--- src/rtl/uart_msg_pkg.sv ---
// uart_msg_pkg: shared RX state encoding, ASCII constants and hex decoder (UART_MSG_PARITY_EN adds the PARITY state)
package uart_msg_pkg;

    typedef enum logic [2:0] {
        RX_IDLE  = 3'd0,
        RX_START = 3'd1,
        RX_DATA  = 3'd2,
        RX_STOP  = 3'd3
`ifdef UART_MSG_PARITY_EN
        , RX_PARITY = 3'd4
`endif
    } rx_state_t;

    localparam logic [7:0] ASCII_CR  = 8'h0D;
    localparam logic [7:0] ASCII_ESC = 8'h1B;

    // Returns {valid, code}; valid is low for anything outside 0-9, A-F, a-f.
    function automatic logic [4:0] hex_decode(input logic [7:0] c);
        return (c >= 8'h30 && c <= 8'h39) ? {1'b1, 4'(c - 8'h30)} :
               (c >= 8'h41 && c <= 8'h46) ? {1'b1, 4'(c - 8'h37)} :
               (c >= 8'h61 && c <= 8'h66) ? {1'b1, 4'(c - 8'h57)} : 5'b0;
    endfunction

endpackage

--- src/rtl/uart_rx_byte.sv ---
// uart_rx_byte: synchronised UART byte receiver, 8N1 or 8E1 when UART_MSG_PARITY_EN is defined
module uart_rx_byte
    import uart_msg_pkg::*;
#(
    parameter int BAUD_DIV = 521
) (
    input  logic       clk,
    input  logic       reset,
    input  logic       rx,
    output logic [7:0] data,
    output logic       byte_valid,
    output logic       err_frame
);

    localparam int TW = $clog2(BAUD_DIV);

    logic          rx_meta, rx_sync, rx_prev;
    logic [TW-1:0] timer;
    logic [2:0]    bit_cnt;
    rx_state_t     state;
`ifdef UART_MSG_PARITY_EN
    logic          parity_ok;
`else
    localparam logic parity_ok = 1'b1;
`endif

    // Two-flop synchroniser plus one delayed copy for falling-edge detection
    always_ff @(posedge clk) begin
        if (reset) begin
            rx_meta <= 1'b1;
            rx_sync <= 1'b1;
            rx_prev <= 1'b1;
        end else begin
            rx_meta <= rx;
            rx_sync <= rx_meta;
            rx_prev <= rx_sync;
        end
    end

    // Frame FSM: half-bit to the start centre, then one sample per bit period
    always_ff @(posedge clk) begin
        if (reset) begin
            state      <= RX_IDLE;
            timer      <= '0;
            bit_cnt    <= '0;
            data       <= '0;
            byte_valid <= 1'b0;
            err_frame  <= 1'b0;
`ifdef UART_MSG_PARITY_EN
            parity_ok  <= 1'b0;
`endif
        end else begin
            byte_valid <= 1'b0;
            err_frame  <= 1'b0;
            timer      <= (timer == '0) ? TW'(BAUD_DIV - 1) : timer - TW'(1);
            case (state)
                RX_IDLE: if (rx_prev && !rx_sync) begin
                    state <= RX_START;
                    timer <= TW'(BAUD_DIV / 2 - 1);
                end
                RX_START: if (timer == '0) state <= rx_sync ? RX_IDLE : RX_DATA;
                RX_DATA: if (timer == '0) begin
                    data    <= {rx_sync, data[7:1]};
                    bit_cnt <= bit_cnt + 3'd1;
`ifdef UART_MSG_PARITY_EN
                    if (bit_cnt == 3'd7) state <= RX_PARITY;
`else
                    if (bit_cnt == 3'd7) state <= RX_STOP;
`endif
                end
`ifdef UART_MSG_PARITY_EN
                RX_PARITY: if (timer == '0) begin
                    parity_ok <= ~^{data, rx_sync};
                    state     <= RX_STOP;
                end
`endif
                RX_STOP: if (timer == '0) begin
                    byte_valid <= rx_sync && parity_ok;
                    err_frame  <= !(rx_sync && parity_ok);
                    state      <= RX_IDLE;
                end
                default: state <= RX_IDLE;
            endcase
        end
    end

endmodule

--- src/rtl/uart_message_loader.sv ---
// uart_message_loader: UART hex-character message source with atomic commit to the scroller bus
module uart_message_loader
    import uart_msg_pkg::*;
#(
    parameter int                     BAUD_DIV = 521,
    parameter int                     MSG_LEN  = 16,
    parameter logic [4*MSG_LEN-1:0]   INIT_MSG = 64'h0123456789ABCDEF,
    parameter logic [3:0]             PAD_CODE = 4'h0
) (
    input  logic                   clk,
    input  logic                   reset,
    input  logic                   rx,
    output logic [4*MSG_LEN-1:0]   message,
    output logic                   msg_valid,
    output logic                   err_frame,
    output logic                   err_char,
    output logic                   busy
);

    localparam int CW = $clog2(MSG_LEN + 1);

    logic [7:0]           byte_data;
    logic                 byte_valid;
    logic [4:0]           dec;
    logic [CW-1:0]        count, count_next;
    logic [4*MSG_LEN-1:0] shadow, written, padded;
    logic                 hex_ok, full, early, esc, bad;

    uart_rx_byte #(.BAUD_DIV(BAUD_DIV)) u_rx (
        .clk        (clk),
        .reset      (reset),
        .rx         (rx),
        .data       (byte_data),
        .byte_valid (byte_valid),
        .err_frame  (err_frame)
    );

    // Classify the received byte and form the two candidate commit images
    always_comb begin
        dec     = hex_decode(byte_data);
        written = shadow;
        padded  = shadow;
        for (int i = 0; i < MSG_LEN; i++) begin
            if (i == MSG_LEN - 1 - int'(count)) written[4*i +: 4] = dec[3:0];
            if (i < MSG_LEN - int'(count)) padded[4*i +: 4] = PAD_CODE;
        end
        hex_ok     = byte_valid && dec[4];
        full       = hex_ok && int'(count) == MSG_LEN - 1;
        early      = byte_valid && byte_data == ASCII_CR && count != '0;
        esc        = byte_valid && byte_data == ASCII_ESC;
        bad        = byte_valid && !dec[4] && byte_data != ASCII_CR && byte_data != ASCII_ESC;
        count_next = (full || early || esc) ? '0 : hex_ok ? count + CW'(1) : count;
    end

    // Shadow fill, counter and atomic commit of the whole message
    always_ff @(posedge clk) begin
        if (reset) begin
            message   <= INIT_MSG;
            msg_valid <= 1'b0;
            err_char  <= 1'b0;
            busy      <= 1'b0;
            count     <= '0;
            shadow    <= '0;
        end else begin
            shadow    <= hex_ok ? written : shadow;
            message   <= full ? written : early ? padded : message;
            msg_valid <= full || early;
            err_char  <= bad;
            count     <= count_next;
            busy      <= count_next != '0;
        end
    end

endmodule

--- config.mk ---
export PLATFORM = sky130hd
export DESIGN_NAME = uart_message_loader
export DESIGN_NICKNAME = d
export VERILOG_FILES = /design/src/rtl/uart_msg_pkg.sv /design/src/rtl/uart_rx_byte.sv /design/src/rtl/uart_message_loader.sv
export SDC_FILE = /design/constraint.sdc
export NUM_CORES = 1
export LEC_CHECK = 0
export ABC_CLOCK_PERIOD_IN_PS = 5400
export CAP_MARGIN = 0
export CELL_PAD_IN_SITES_DETAIL_PLACEMENT = 1
export CELL_PAD_IN_SITES_GLOBAL_PLACEMENT = 1
export CORE_MARGIN = 2
export CORE_UTILIZATION = 24
export DETAILED_ROUTE_END_ITERATION = 10
export GPL_ROUTABILITY_DRIVEN = 0
export PLACE_DENSITY = 0.46
export SLEW_MARGIN = 15
export SYNTH_ARGS = -nofsm -noshare
export SYNTH_HDL_FRONTEND = slang
export SYNTH_SLANG_ARGS = --single-unit
--- constraint.sdc ---
create_clock -name clk -period 5.4 [get_ports clk]
set_input_delay 1.08 -clock clk [delete_from_list [all_inputs] [get_ports clk]]
set_output_delay 1.08 -clock clk [all_outputs]
set_load 0.05 [all_outputs]
==> results_dict.tcl <==
# flow metrics
set metrics [dict create \
    report.final.slew_viol_count 0 \
    dp.cells 1408 \
    syn_inst 939 \
    instances_no_fill 1440 \
    die_area_um2 35060 \
    p_leak_uw 0.003293 \
    status "completed" \
    cap_violations 0 \
    hp-class "register to register" \
    yosys_cells 939 \
    grt_overflow 0 \
    pg_seq_uw 1280 \
    final.setup.tns_ns 0 \
    cp-start-kind "register" \
    post_cts.repair.setup_buffers 0 \
    hold_viol 0 \
    wl_per_cell_um 22.01 \
    clock_latency_ns 0.45 \
    adder_share_pct 2.174 \
    grt_usage_pct 18.49 \
    clock_power_share_pct 44.6 \
    lay_top_count "dfxtp_1" \
    comb-power_uw 209 \
    area_growth_pct 20.38 \
    tritoncts "yes" \
    setup-violations-final 0 \
    clock-sinks 164 \
    seqPwrFrac_pct 47.6 \
    power_leader "registers" \
    period_used_pct 81.28 \
    ys_seq_share_pct 40.74 \
]
[state kept, by name, indices dropped and copies added (netlist names)]
register / flops
count: 5
u_rx.data: 8
u_rx.rx_prev: 1
err_char: 1
u_rx.err_frame: 1
shadow: 64
u_rx.state: 2
u_rx.timer: 10
message: 64
u_rx.bit_cnt: 3
u_rx.byte_valid: 1
busy: 1
msg_valid: 1
u_rx.rx_sync: 1
u_rx.rx_meta: 1
[layout make-up]
class	count	area [µm²]
Inverter	19	71.32
Sequential cell	164	3283
Fill cell	3913	23580
Tap cell	448	560.5
Timing Repair Buffer	93	870.8
Clock inverter	14	117.6
Multi-Input combinational cell	684	4359
Clock buffer	18	439.2
[final timing paths]
check | start | to | depth (start not counted)
max | count[0] | message[25] | 11
min | u_rx.rx_meta | u_rx.rx_sync | 1
max reg2reg | count[0] | message[25] | 11
min reg2reg | u_rx.rx_meta | u_rx.rx_sync | 1
[worst max-delay path, stage by stage (launching register included)]
cell      delay [ns]
dfxtp_1         0.50
inv_1           0.20
ha_1            0.47
nor3b_1         0.25
ha_1            0.48
and4bb_1        0.29
and3_4          0.21
a21oi_4         0.30
and2_2          0.83
buf_4           0.41
a21oi_1         0.08
a211oi_1        0.26
[metal layers]
metal  vias up  part of all wire, %  GRT usage (%)
met1      3715                   48          25.06
met5         -                    0              0
li1       3540                    -              -
met3        37                  3.7          3.959
met4         0                  2.2          6.105
met2       124                   46          29.14
[cells in the mapped netlist (all sizes together), types with 5 or more instances]
library cell and n:
and3 6, nor2b 13, dfxtp 164, inv 19, ha 14, o21ai 57
a32oi 7, buf 35, or3 6, a21oi 53, o211ai 12, mux2i 28
a22oi 14, nor4 6, a31oi 11, a221oi 26, clkbuf 37, nand2 72
nand3 33, and2 5, nand2b 10, nor2 131, xnor2 7, a211oi 55
nor3 34, o22ai 5, xor2 5
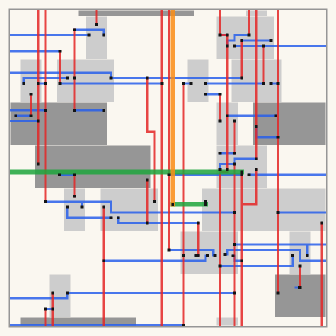
Fig. 1. Layout detail.
Window x 130 to 150, y 130 to 150 µm. Cells in grey, sequential cells in the stronger grey; small squares are vias.
legend:
  green:
    layer: metal 3
  red:
    layer: metal 2
  orange:
    layer: metal 4
  blue:
    layer: metal 1
netlist names of flops here include: `shadow` (2), `message` (1)
sequential cells in the window: 3
cells with their middle in the window: 17
most frequent: nor2_1 (4)

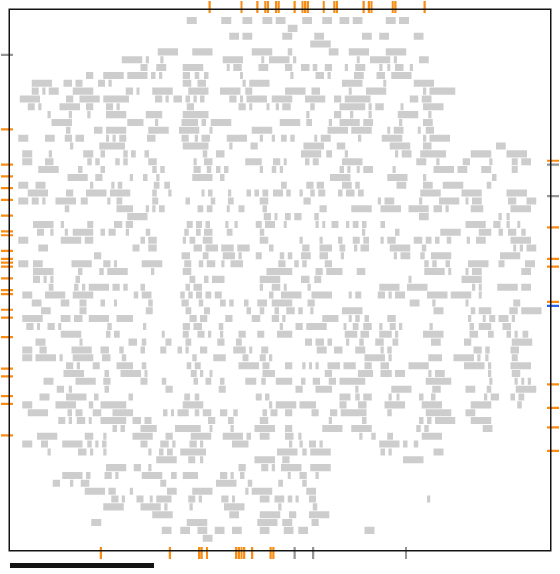
Fig. 2. Pin placement.
Bar = 50 µm. Pins as bars across the die edge, other pins in grey.
legend:
  orange:
    port: `message`
    pins: 64
    direction: output
    edge: 23 west, 20 north, 12 south, 9 east
  blue:
    port: `err_char`
    pins: 1
    direction: output
    edge: east
all pins by edge: 24 west, 20 north, 15 south, 12 east
number of port buffers: 70
Die Ht: 187.2 µm

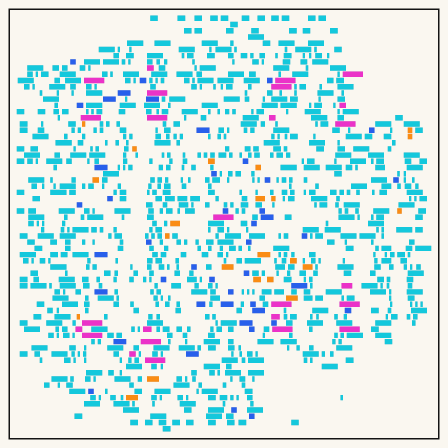
Fig. 3. Sizing map.
legend:
  cyan:
    size: _0 and _1 cells
    cells: 901
    share: 91%
  orange:
    size: _2 cells
    cells: 22
    share: 2.2%
  magenta:
    size: _6 and larger
    cells: 25
    share: 2.5%
  blue:
    size: _3 and _4 cells
    cells: 44
    share: 4.4%

